==> run_1/layer_met2.png <==
Scale: 1.5 px per µm. Cells faint in the background.
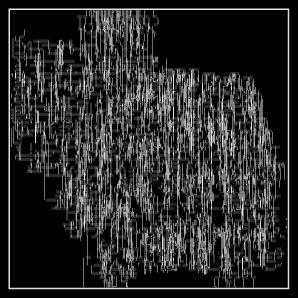
==> run_1/sizes.png <==
Scale: 2 px per µm.
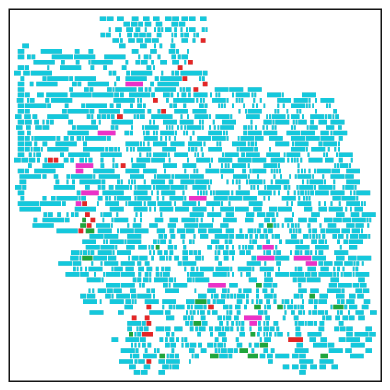
==> run_1/logic_types.png <==
Scale: 2 px per µm.
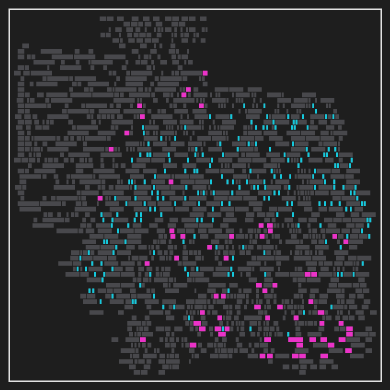
===== config.mk =====
export PLATFORM = sky130hd
export DESIGN_NAME = conv1d_multi
export DESIGN_NICKNAME = d
export VERILOG_FILES = /design/src/rtl/conv1d_multi.sv
export SDC_FILE = /design/constraint.sdc
export NUM_CORES = 1
export LEC_CHECK = 0
export ABC_AREA = 0
export ABC_CLOCK_PERIOD_IN_PS = 16200
export CAP_MARGIN = 20
export CORE_MARGIN = 1.5
export CORE_UTILIZATION = 40
export DETAILED_ROUTE_END_ITERATION = 6
export GPL_ROUTABILITY_DRIVEN = 0
export PLACE_DENSITY = 0.63
export SYNTH_ARGS = -nofsm -noshare
export SYNTH_HDL_FRONTEND = slang
export SYNTH_SLANG_ARGS = --single-unit

===== constraint.sdc =====
create_clock -name clk -period 16.2 [get_ports clk]
set_input_delay 2.43 -clock clk [delete_from_list [all_inputs] [get_ports clk]]
set_output_delay 2.43 -clock clk [all_outputs]
set_load 0.01 [all_outputs]

===== src/rtl/conv1d_multi.sv =====
// rtl/conv1d_multi.sv - streaming 1-D convolution, one output channel, time-multiplexed MACs
module conv1d_multi #(
    parameter int DATA_WIDTH  = 12,
    parameter int FILTER_SIZE = 5,
    parameter int NUM_MULT    = 1,
    parameter int STRIDE      = 1,
    parameter int PAD_MODE    = 0,
    parameter int FRAC_BITS   = 0
) (
    input  logic                                  clk,
    input  logic                                  rst,
    output logic                                  conv1d_ready_in,
    input  logic                                  conv1d_valid_in,
    input  logic [DATA_WIDTH-1:0]                 conv1d_data_in,
    input  logic                                  conv1d_last_in,
    input  logic [FILTER_SIZE-1:0][DATA_WIDTH-1:0] conv1d_weights,
    input  logic [DATA_WIDTH-1:0]                 conv1d_bias,
    input  logic                                  conv1d_relu_en,
    input  logic                                  conv1d_ready_out,
    output logic                                  conv1d_valid_out,
    output logic [DATA_WIDTH-1:0]                 conv1d_data_out,
    output logic                                  conv1d_last_out
);

    localparam int NUM_STEPS = (FILTER_SIZE + NUM_MULT - 1) / NUM_MULT;
    localparam int PROD_W    = 2 * DATA_WIDTH;
    localparam int ACC_W     = 2 * DATA_WIDTH + $clog2(FILTER_SIZE) + 1;
    localparam int STEP_W    = (NUM_STEPS > 1) ? $clog2(NUM_STEPS) : 1;
    localparam int CNT_W     = $clog2(FILTER_SIZE + 1);
    localparam int PH_W      = (STRIDE > 1) ? $clog2(STRIDE) : 1;
    localparam logic signed [ACC_W-1:0] SAT_MAX = (ACC_W'(1) <<< (DATA_WIDTH - 1)) - ACC_W'(1);
    localparam logic signed [ACC_W-1:0] SAT_MIN = -SAT_MAX - ACC_W'(1);

    typedef enum logic [1:0] {IDLE, COMPUTE, FINISH} state_t;
    state_t state, state_next;

    logic signed [DATA_WIDTH-1:0] window [FILTER_SIZE];
    logic [CNT_W-1:0]             sample_cnt;
    logic [PH_W-1:0]              stride_ph;
    logic [STEP_W-1:0]            step;
    logic signed [ACC_W-1:0]      acc;
    logic                         last_pend;

    logic accept, eligible, need_out, last_step, out_free;
    logic signed [DATA_WIDTH-1:0] op_a [NUM_MULT];
    logic signed [DATA_WIDTH-1:0] op_w [NUM_MULT];
    logic signed [PROD_W-1:0]     prod [NUM_MULT];
    logic signed [ACC_W-1:0]      step_sum, shifted, biased;
    logic signed [DATA_WIDTH-1:0] result;

    assign conv1d_ready_in = (state == IDLE);
    assign accept    = conv1d_valid_in & conv1d_ready_in;
    assign eligible  = (PAD_MODE == 0) || (sample_cnt >= CNT_W'(FILTER_SIZE - 1));
    assign need_out  = conv1d_last_in | (eligible & (stride_ph == '0));
    assign last_step = (step == STEP_W'(NUM_STEPS - 1));
    assign out_free  = ~conv1d_valid_out | conv1d_ready_out;

    // Operand muxes pick this step's taps; taps past the end of the kernel read as zero.
    always_comb begin
        step_sum = '0;
        for (int j = 0; j < NUM_MULT; j++) begin
            op_a[j] = '0;
            op_w[j] = '0;
            for (int k = 0; k < FILTER_SIZE; k++) begin
                if (int'(step) * NUM_MULT + j == k) begin
                    op_a[j] = window[k];
                    op_w[j] = $signed(conv1d_weights[k]);
                end
            end
            prod[j]  = PROD_W'(op_a[j]) * PROD_W'(op_w[j]);
            step_sum = step_sum + ACC_W'(prod[j]);
        end
    end

    always_comb begin
        shifted = acc >>> FRAC_BITS;
        biased  = shifted + ACC_W'($signed(conv1d_bias));
        if (biased > SAT_MAX)
            result = SAT_MAX[DATA_WIDTH-1:0];
        else if (biased < SAT_MIN)
            result = SAT_MIN[DATA_WIDTH-1:0];
        else
            result = biased[DATA_WIDTH-1:0];
        if (conv1d_relu_en && result[DATA_WIDTH-1])
            result = '0;
    end

    always_comb begin
        state_next = state;
        case (state)
            IDLE:    if (accept && need_out) state_next = COMPUTE;
            COMPUTE: if (last_step) state_next = FINISH;
            FINISH:  if (out_free) state_next = IDLE;
            default: state_next = IDLE;
        endcase
    end

    always_ff @(posedge clk) begin
        if (rst) begin
            state            <= IDLE;
            for (int k = 0; k < FILTER_SIZE; k++) window[k] <= '0;
            sample_cnt       <= '0;
            stride_ph        <= '0;
            step             <= '0;
            acc              <= '0;
            last_pend        <= 1'b0;
            conv1d_valid_out <= 1'b0;
            conv1d_data_out  <= '0;
            conv1d_last_out  <= 1'b0;
        end else begin
            state <= state_next;
            case (state)
                IDLE: if (accept) begin
                    for (int k = FILTER_SIZE - 1; k > 0; k--) window[k] <= window[k-1];
                    window[0] <= conv1d_data_in;
                    if (sample_cnt != CNT_W'(FILTER_SIZE)) sample_cnt <= sample_cnt + CNT_W'(1);
                    if (eligible)
                        stride_ph <= (stride_ph == PH_W'(STRIDE - 1)) ? '0 : stride_ph + PH_W'(1);
                    step      <= '0;
                    acc       <= '0;
                    last_pend <= conv1d_last_in;
                end
                COMPUTE: begin
                    acc  <= acc + step_sum;
                    step <= step + STEP_W'(1);
                    // Operands are consumed by the last step, so a frame end can wipe history now.
                    if (last_step && last_pend) begin
                        for (int k = 0; k < FILTER_SIZE; k++) window[k] <= '0;
                        sample_cnt <= '0;
                        stride_ph  <= '0;
                    end
                end
                default: ;
            endcase

            if (state == FINISH && out_free) begin
                conv1d_valid_out <= 1'b1;
                conv1d_data_out  <= result;
                conv1d_last_out  <= last_pend;
            end else if (conv1d_ready_out) begin
                conv1d_valid_out <= 1'b0;
            end
        end
    end

endmodule


==> impl_metrics.env, run 1 <==
# implementation run metrics
export IMPL_cts_path_max_buffers=2
export IMPL_postSynthSeqShare_pct=20.8
export IMPL_clock_sinks=108
export IMPL_dpl_cell_area_mm2=0.0148
export IMPL_ir_worst_vdd_v=0.000181
export IMPL_die_w_um=185
export IMPL_cpMostUsedCell="fa_1"
export IMPL_synthTopCellsByCount="inv_1, fa_1, nor2_1, nand2_1, ha_1"
export IMPL_lay_top_cells="inv_1, fa_1, nor2_1, nand2_1, ha_1"
export IMPL_xor_share_pct=3.03
export IMPL_status="finished clean"
export IMPL_ff_type="edfxtp_1"
export IMPL_slew_headroom_pct=30.1
export IMPL_top_area_share_pct=27.1
export IMPL_syn_cell_area_mm2=0.0133
export IMPL_dieArea_mm2=0.0343
export IMPL_synth_top_cell_by_area="fa_1"
export IMPL_drtAntennaViolNets=0
export IMPL_switchingPower_mw=1.54
export IMPL_root_buffer="clkbuf_16"
export IMPL_powerDensity_mw_per_mm2=203
export IMPL_ctsResizeCount=0
export IMPL_pwr_share_seq_pct=11.0
export IMPL_tritoncts="yes"
export IMPL_rsz0062_at_grt="no"
export IMPL_final_nets=1896
export IMPL_antenna_found_initial=0
export IMPL_drive_above_1_share_pct=3.94
export IMPL_synth_avg_cell_area_um2=9.19
export IMPL_synth_flop_count=108
export IMPL_boundaryPins=105
export IMPL_dp_hpwl_um=25500
export IMPL_timing_fmax_mhz=106
export IMPL_grt_overflow=0
export IMPL_fin_crit_ps=9430
export IMPL_vias_per_cell=5.21
export IMPL_final_core_util_pct=46.2
export IMPL_synth_cell_types=73
export IMPL_clkSlewWorstSetupHoldPaths_ps=90
export IMPL_report_final_slew_viol_count=0
export IMPL_hp_start="conv1d_data_out[1]$_SDFFE_PP0P_"
export IMPL_final_setup_viol_count=0
export IMPL_synth_adder_area_share_pct=37.2
export IMPL_top_cell="inv_1"
Back to the opening pictures, layer_met2.png:
nets with wire on the layer	1626
share of all routed wire	48%
main direction	vertical
wire length on this layer	15100 µm
longest straight run	52.2 µm
GRT met2 Usage: 32.0%
WL final: 31200 µm

Back to the opening pictures, sizes.png:
colour	size	cells	share	most used
green	_2 cells	21	1.4%	a31o_2
cyan	_0 and _1 cells	1464	96%	inv_1
magenta	_6 and larger	14	0.92%	clkbuf_16
red	_3 and _4 cells	25	1.6%	buf_4
area growth from synthesis to layout: 13.5%
Final WS setup: 6770 ps
post-route cell area: 0.0151 mm²
Non-clk bufs: 125

Back to the opening pictures, logic_types.png:
colour	family	cells	most used
magenta	AND-OR and OR-AND gates	63	a21o_1
cyan	inverters	214	inv_1
most numerous logic cell after layout: inv_1
Comb/total area: 62.7%
Layout Cells excl Fill: 1966

[run 1: per-layer routing]
metal	GRT usage, %	up-vias	share of wire [%]
met5	0	-	0
li1	-	4962	-
met3	2.65	35	4.1
met4	4.78	0	1.7
met1	26.2	5034	46
met2	32.0	208	48
[run 1: area by class of cell]
| class | instances | area, µm² |
|---|---|---|
| clock buffer | 9 | 225 |
| clock inverter | 7 | 81.3 |
| fill | 3170 | 17500 |
| inverter | 214 | 803 |
| multi-input combinational | 1061 | 9450 |
| sequential | 108 | 2760 |
| tap | 442 | 553 |
| timing repair buffer | 125 | 1200 |
[run 1: power groups by stage]
stage,Sequential [mW],Clock [mW],Combinational [mW]
finish,0.338,0.232,2.49
floorplan,0.339,0,1.96
global placement,0.344,0,2.44
detailed placement,0.345,0,2.49
global route,0.342,0.248,2.85
CTS,0.339,0.239,2.51
[run 1: critical path: cells and delay by family]
family / cells / cell delay (ps)
and+or+nand+nor: 2 / 310
buffers and inverters: 6 / 890
muxes: 1 / 270
adders and majority gates: 7 / 2940
AOI/OAI and AO/OA: 12 / 2810
[run 1: cells by family (layout without fill, tap and decap cells)]
group                      after synthesis  after routing
and+or+nand+nor                        424            424
AOI/OAI and AO/OA                      301            301
buffers and inverters                  277            355
adders and majority gates              287            287
muxes                                    3              3
xor gates and xnor gates                46             46
DFF                                    108            108
[run 1: state kept, by name (all words and copies together), names as in the netlist]
| name | cells |
|---|---|
| last_pend | 1 |
| acc | 28 |
| window | 60 |
| step | 3 |
| conv1d_valid_out | 1 |
| conv1d_data_out | 12 |
| state | 2 |
| conv1d_last_out | 1 |
[run 1: through the flow]
step                hold slack (ps)  worst slack, ps  power [mW]
CTS                             494             6790        3.09
floorplan                       449             7740        2.30
global placement                472             6520        2.79
detailed placement              477             6390        2.83
finish                          490             6770        3.06
global route                    511             6250        3.44
==> run 2, diff against run 1 <==
Settings changed: ABC_CLOCK_PERIOD_IN_PS 16200 to 9100.
Clock period 16.2 ns to 9.1 ns, I/O delays scaled along.
==> run_2/layer_met2.png <==
Scale: 1.5 px per µm. Cells faint in the background.
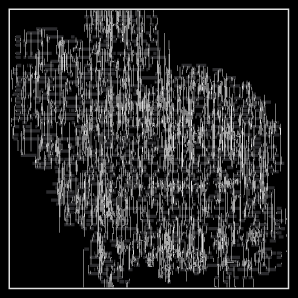
main direction	vertical
nets with wire on the layer	1641
share of all routed wire	49%
longest straight run	51.8 µm
wire length on this layer	15600 µm
WL final: 31800 µm
GRT met2 Usage: 33.5%
routed vias: 10400

==> impl_metrics.env, run 2 <==
# implementation run metrics
export IMPL_final_core_util_pct=46.5
export IMPL_hp_start="last_pend$_SDFFE_PP0P_"
export IMPL_synth_adder_area_share_pct=37.2
export IMPL_postSynthSeqShare_pct=20.8
export IMPL_antenna_found_initial=0
export IMPL_use_met1_pct=26.1
export IMPL_critPathTopFamily="adder cells"
export IMPL_largest_registers="window x60, acc x28, conv1d_data_out x12"
export IMPL_fin_crit_ps=8240
export IMPL_crit_cells=29
export IMPL_timing_fmax_mhz=121
export IMPL_cts_path_max_buffers=2
export IMPL_synthTopCellsByCount="inv_1, fa_1, nor2_1, nand2_1, ha_1"
export IMPL_syn2layout_area_growth_pct=14.2
export IMPL_wl_met3_um=1400
export IMPL_total_power_mw=5.43
export IMPL_rsz0062_at_grt="no"
export IMPL_top_cell="inv_1"
export IMPL_ir_worst_vdd_v=0.000423
export IMPL_path_buffers=5
export IMPL_logic_area_mm2=0.00945
export IMPL_synth_avg_cell_area_um2=9.19
export IMPL_flop_area_mm2=0.00276
export IMPL_top_area_share_pct=27.1
export IMPL_largest_register_ffs=60
export IMPL_clkSlewWorstSetupHoldPaths_ps=90
export IMPL_met3_usage_pct=2.54
export IMPL_synth_flop_count=108
export IMPL_wl_met1_um=14400
export IMPL_holdWs_ps=487
export IMPL_final_nets=1908
export IMPL_drive_above_1_share_pct=4.69
export IMPL_lay_top_count="inv_1"
export IMPL_boundaryPins=105
export IMPL_tritoncts="yes"
export IMPL_top_register="window"
export IMPL_dr_max_layer_used="met4"
export IMPL_ff_type="edfxtp_1"
export IMPL_grt_overflow=0
export IMPL_drtAntennaViolNets=0
export IMPL_cpMostUsedCell="fa_1"
export IMPL_globalRoute_busiestLayer="met2"
export IMPL_fill_cells=3165
export IMPL_synth_cell_types=73
export IMPL_syn_cell_area_mm2=0.0133
export IMPL_design_area_mm2=0.0152
export IMPL_worst_slack_ps=859
export IMPL_status="finished clean"
export IMPL_routed_wl_met2_um=15600
export IMPL_ctsResizeCount=0
==> run_2/logic_types.png <==
Scale: 2 px per µm.
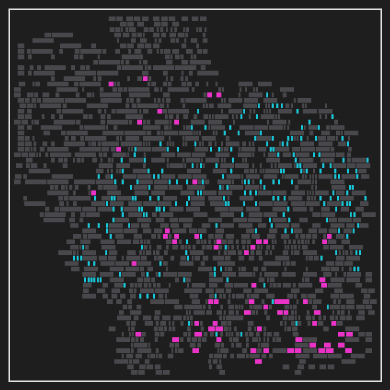
colour	family	cells	most used
cyan	inverters	214	inv_1
magenta	AND-OR and OR-AND gates	63	a21o_1
Layout Cells excl Fill: 1978
Comb/total area: 62.3%

## run 2: cell count changes in the layout (fill, tap and decap cells not counted)
cell | previous run | this run
buf_4 | 21 | 33
clkbuf_16 | 9 | 10
clkinv_4 | 2 | 1
inv_12 | 1 | 0
inv_6 | 1 | 2
## run 2: power by group
group | leakage [nW] | internal, mW | total, mW | switching (mW)
clock | 0.155 | 0.212 | 0.428 | 0.216
combinational | 5.78 | 1.95 | 4.40 | 2.45
sequential | 1.04 | 0.571 | 0.602 | 0.0310
## run 2: final cells by class
| cell class | instances | area share [%] |
|---|---|---|
| flip-flops and latches | 108 | 18.2 |
| inverters | 214 | 5.29 |
| multi-input cells | 1061 | 62.3 |
| repair buffers | 137 | 8.49 |
| clock inverters | 6 | 0.429 |
| well taps | 442 | 3.64 |
| clock buffers | 10 | 1.65 |
## run 2: cells by family (layout without fill, tap and decap cells)
family,Yosys count,after routing
compound gates,301,301
mux,3,3
fa+ha+maj,287,287
xor+xnor,46,46
buf+inv,277,367
simple gates,424,424
flops,108,108
## run 2: worst max-delay path by stage
| stage | slack [ps] | end | start |
|---|---|---|---|
| final | 860 | acc[27]$_SDFFE_PP0P_ | step[0]$_SDFFE_PP0P_ |
| after CTS | 850 | acc[27]$_SDFFE_PP0P_ | step[0]$_SDFFE_PP0P_ |
| after global routing | 190 | acc[27]$_SDFFE_PP0P_ | step[0]$_SDFFE_PP0P_ |
| after detailed placement | 670 | acc[27]$_SDFFE_PP0P_ | conv1d_weights[13] |
| after floorplan | 1710 | acc[27]$_SDFFE_PP0P_ | conv1d_weights[13] |
| after global placement | 860 | acc[27]$_SDFFE_PP0P_ | conv1d_weights[19] |
No activity file was given, so power comes from the tool's default toggle rates.
